<file path="src/rtl/vga_pkg.sv">
// Shared VGA definitions: pattern modes, default 640x480 timing geometry and colours.
package vga_pkg;

  typedef enum logic [1:0] {
    BARS    = 2'd0,
    CHECKER = 2'd1,
    BOX     = 2'd2,
    BORDER  = 2'd3
  } mode_t;

  localparam int unsigned H_ACTIVE = 640;
  localparam int unsigned H_FRONT  = 16;
  localparam int unsigned H_SYNC   = 96;
  localparam int unsigned H_BACK   = 48;
  localparam int unsigned H_TOTAL  = H_ACTIVE + H_FRONT + H_SYNC + H_BACK;

  localparam int unsigned V_ACTIVE = 480;
  localparam int unsigned V_FRONT  = 10;
  localparam int unsigned V_SYNC   = 2;
  localparam int unsigned V_BACK   = 33;
  localparam int unsigned V_TOTAL  = V_ACTIVE + V_FRONT + V_SYNC + V_BACK;

  // Box-pattern background: blue only.
  localparam int unsigned BG_COLOUR = 1;

  function automatic mode_t next_mode(input mode_t m);
    return mode_t'(m + 2'd1);
  endfunction

endpackage

</file>
<file path="src/rtl/vga_box_mover.sv">
// One axis of the bouncing box: position and direction, stepped once per frame tick.
module vga_box_mover
  import vga_pkg::*;
#(
  parameter int unsigned active = 640,
  parameter int unsigned size   = 32,
  parameter int unsigned step   = 2,
  parameter int unsigned width  = 10
) (
  input  logic             clk,
  input  logic             rst_n,
  input  logic             tick,
  output logic [width-1:0] pos,
  output logic             dir
);

  localparam int unsigned W1 = width + 1;
  localparam logic [W1-1:0] LIM  = W1'(active - size);
  localparam logic [W1-1:0] STEP = W1'(step);

  logic [W1-1:0] pos_ext;
  assign pos_ext = W1'(pos);

  // dir = 0 moves towards lim, dir = 1 moves towards 0; both ends clamp then reverse.
  always_ff @(posedge clk) begin
    if (!rst_n) begin
      pos <= '0;
      dir <= 1'b0;
    end else if (tick) begin
      if (!dir) begin
        if (pos_ext + STEP >= LIM) begin
          pos <= LIM[width-1:0];
          dir <= 1'b1;
        end else begin
          pos <= pos + STEP[width-1:0];
        end
      end else begin
        if (pos_ext <= STEP) begin
          pos <= '0;
          dir <= 1'b0;
        end else begin
          pos <= pos - STEP[width-1:0];
        end
      end
    end
  end

endmodule

</file>
<file path="src/rtl/vga_pattern_gen.sv">
// Test-pattern pixel source: four patterns selected by a button, switched only on frame boundaries.
module vga_pattern_gen
  import vga_pkg::*;
#(
  parameter int unsigned data_width = 3,
  parameter int unsigned h_width    = 10,
  parameter int unsigned v_width    = 10,
  parameter int unsigned h_active   = H_ACTIVE,
  parameter int unsigned v_active   = V_ACTIVE,
  parameter int unsigned box_size   = 32,
  parameter int unsigned step       = 2
) (
  input  logic                  clk,
  input  logic                  rst_n,
  input  logic [h_width-1:0]    h_count,
  input  logic [v_width-1:0]    v_count,
  input  logic                  mode_next,
  output logic [data_width-1:0] data_out,
  output logic [1:0]            mode
);

  localparam int unsigned HW1 = h_width + 1;
  localparam int unsigned VW1 = v_width + 1;
  localparam int unsigned BAR_W = h_active / 8;

  localparam logic [h_width-1:0] H_ACT  = h_width'(h_active);
  localparam logic [v_width-1:0] V_ACT  = v_width'(v_active);
  localparam logic [h_width-1:0] H_LAST = h_width'(h_active - 1);
  localparam logic [v_width-1:0] V_LAST = v_width'(v_active - 1);

  mode_t                  mode_q;
  logic                   sync_q, sync_qq, edge_q;
  logic                   pending;
  logic                   rise;
  logic                   frame_tick;
  logic                   active;
  logic [h_width-1:0]     box_x;
  logic [v_width-1:0]     box_y;
  logic                   dir_x, dir_y;
  logic                   unused_dirs;
  logic                   in_box;
  logic                   on_border;
  logic [2:0]             bar_idx;
  logic [data_width-1:0]  pix;

  assign mode        = mode_q;
  assign frame_tick  = (h_count == '0) && (v_count == V_ACT);
  assign active      = (h_count < H_ACT) && (v_count < V_ACT);
  assign rise        = sync_qq & ~edge_q;
  assign unused_dirs = ^{dir_x, dir_y};

  vga_box_mover #(
    .active (h_active),
    .size   (box_size),
    .step   (step),
    .width  (h_width)
  ) u_box_x (
    .clk   (clk),
    .rst_n (rst_n),
    .tick  (frame_tick),
    .pos   (box_x),
    .dir   (dir_x)
  );

  vga_box_mover #(
    .active (v_active),
    .size   (box_size),
    .step   (step),
    .width  (v_width)
  ) u_box_y (
    .clk   (clk),
    .rst_n (rst_n),
    .tick  (frame_tick),
    .pos   (box_y),
    .dir   (dir_y)
  );

  // Box extents computed one bit wider so box_x + box_size cannot wrap.
  assign in_box = (h_count >= box_x) && (HW1'(h_count) < HW1'(box_x) + HW1'(box_size)) &&
                  (v_count >= box_y) && (VW1'(v_count) < VW1'(box_y) + VW1'(box_size));

  assign on_border = (h_count == '0) || (h_count == H_LAST) ||
                     (v_count == '0) || (v_count == V_LAST);

  always_comb begin
    bar_idx = '0;
    for (int unsigned i = 1; i < 8; i++) begin
      if (h_count >= h_width'(i * BAR_W)) bar_idx = 3'(i);
    end
  end

  always_comb begin
    pix = '0;
    if (active) begin
      unique case (mode_q)
        BARS:    pix = data_width'(bar_idx);
        CHECKER: pix = {data_width{h_count[5] ^ v_count[5]}};
        BOX:     pix = in_box ? '1 : data_width'(BG_COLOUR);
        BORDER:  pix = on_border ? '1 : '0;
        default: pix = '0;
      endcase
    end
  end

  // A rise coinciding with frame_tick is honoured directly so it is not deferred a frame.
  always_ff @(posedge clk) begin
    if (!rst_n) begin
      sync_q   <= 1'b0;
      sync_qq  <= 1'b0;
      edge_q   <= 1'b0;
      pending  <= 1'b0;
      mode_q   <= BARS;
      data_out <= '0;
    end else begin
      sync_q   <= mode_next;
      sync_qq  <= sync_q;
      edge_q   <= sync_qq;
      data_out <= pix;
      if (frame_tick) begin
        if (pending || rise) mode_q <= next_mode(mode_q);
        pending <= 1'b0;
      end else if (rise) begin
        pending <= 1'b1;
      end
    end
  end

endmodule

</file>
<file path="config.mk">
export PLATFORM = sky130hd
export DESIGN_NAME = vga_pattern_gen
export DESIGN_NICKNAME = d
export VERILOG_FILES = /design/src/rtl/vga_pkg.sv /design/src/rtl/vga_box_mover.sv /design/src/rtl/vga_pattern_gen.sv
export SDC_FILE = /design/constraint.sdc
export NUM_CORES = 1
export LEC_CHECK = 0
export ABC_AREA = 1
export ABC_CLOCK_PERIOD_IN_PS = 1800
export CAP_MARGIN = 15
export CORE_ASPECT_RATIO = 1.2
export CORE_UTILIZATION = 35
export DETAILED_ROUTE_END_ITERATION = 16
export GPL_TIMING_DRIVEN = 0
export SKIP_LAST_GASP = 1
export SLEW_MARGIN = 20
export SYNTH_ARGS = -nofsm -noshare
export SYNTH_HDL_FRONTEND = slang
export SYNTH_SLANG_ARGS = --single-unit
</file>
<file path="constraint.sdc">
create_clock -name clk -period 1.8 [get_ports clk]
set_input_delay 0.36 -clock clk [delete_from_list [all_inputs] [get_ports clk]]
set_output_delay 0.36 -clock clk [all_outputs]
set_load 0.005 [all_outputs]
</file>
Fig. 1: cells by drive strength
Drawn at 2 px/um.
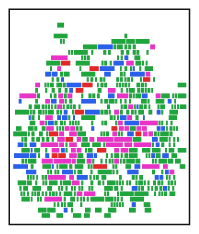
drive 2 -> blue  # cells 61, most used nor2_2
drive 6 and up -> red  # cells 14, most used clkbuf_8
drive 1 or less -> green  # cells 448, most used nand2_1
drive 3 to 4 -> magenta  # cells 65, most used buf_4

Fig. 2: layout detail
Region (20, 50) to (70, 100) um. Cells in gray, sequential cells in the stronger gray; small squares are vias.
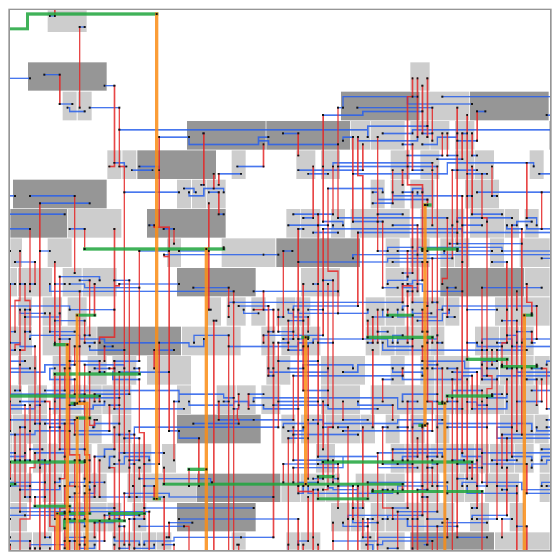
met4 -> orange
met1 -> blue
met3 -> green
met2 -> red
sequential cells in the window = 17
most frequent = nand2_1 (40), nand3_1 (21), a21oi_1 (19)
cells with their middle in the window = 199
netlist names of flops here include = u_box_x.pos (7), u_box_y.pos (4)

Fig. 3: routed metal per tile
Drawn at 4 px/um. The die is cut into 18 by 21 equal tiles; dark purple is low, yellow is high, scaled to the fullest tile. Values are wire area over tile area, all layers added.
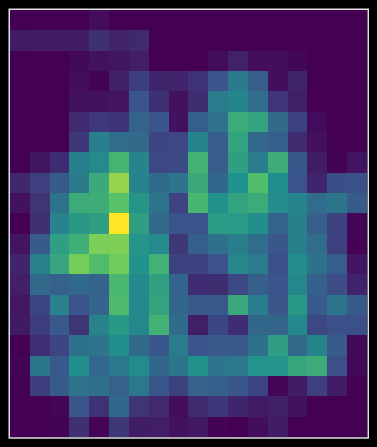
mean over tiles = 0.17
fullest tile = 0.68
emptiest ninth of the die = top left
tiles over half the peak = 13%
nearly empty tiles = 23%
GRT Total Usage: 20.9%
final wirelength: 9890 um
DR WL/cell: 14.0 um

==> CHANGELOG.md <==
### Changed

- Status: finished, violations left
- Failing checks: negative setup slack
- Most used logic cell in the final layout: nand2_1
- Vias in the first global route: 3399
- Top delay family on crit path: simple AND/OR/NAND/NOR gates
- Largest class: multi-input combinational cells
- Net Count, Synth: 584
- Main logic family: simple AND/OR/NAND/NOR gates
- MI comb cells: 416
- Class of the worst hold path: in -> reg
- Largest net degree at the start of global routing: 11
- Critical path fanouts, max: 7
- Yosys cell types: 35
- Clock Buffer Count: 5
- Final instance area: 4380 um2
- Met1 WL: 4170 um
- Setup violators final: 2
- Top post-synthesis cells by count: nand2_1 (134), nor2_1 (65), inv_1 (58)
- Adder-cell share of the synthesized area: 16.4%
- Buffers, non-clock: 68
- Fin util: 50.1%
- Clock share of power: 37.9%
- Crit path DRT: 2.03 ns
- Placed cell count: 662
- Slowest stage delay, CP: 0.43 ns
- Pre-CTS setup slack: -0.799 ns
- Site row count: 37
- Worst Hold Slack: 0.415 ns
- CTS tree: built
- Combinational share of cell area: 60.5%
- Cts bufs inserted: 5
- XOR/XNOR Area Share: 6.01%
- Well tap count: 117
- Worst setup margin: -0.105 ns
- Log Warnings: 39
- CP endpoint kind: register
- Min Tclk post-route: 1.91 ns
- Finished Layout Cells: 705
- Area Growth Syn to Fin: 36.6%
- Die Area: 9550 um2
- Setup crit start kind: register
- Clock skew: 0.00552 ns
- Maximum vdd ir drop: 0.326 mV
- Net switching power: 436 uW
- Yosys Instances: 519
- Post-synth EDFFs: 0
- Seq share, synth: 18.1%
- Mapped Area: 3210 um2
- Area of the core: 8750 um2
- Die H: 107 um
==> state kept, by name, summed over array words and instances (netlist names) <==
name,flops
u_box_y.dir,1
u_box_y.pos,9
sync_q,1
pending,1
sync_qq,1
u_box_x.pos,9
edge_q,1
u_box_x.dir,1
data_out,3
mode,2
==> final timing paths <==
check,cells past startpoint,slack [ns],to,startpoint
max,13,-0.11,data_out[1],u_box_y.pos[8]
min,3,0.42,u_box_x.pos[9],rst_n
max reg2reg,13,-0.11,data_out[1],u_box_y.pos[8]
min reg2reg,2,0.42,sync_qq,sync_q
==> repair_timing <==
item                                    CTS  global route
setup buffers                            23            13
gates cloned                              0             0
endpoints found under the hold margin     0             0
pin swaps                                21            20
resized                                  56            64
endpoints found under the setup margin   25            25
hold buffers                              0             0
Power is estimated from default activity; no workload was simulated.
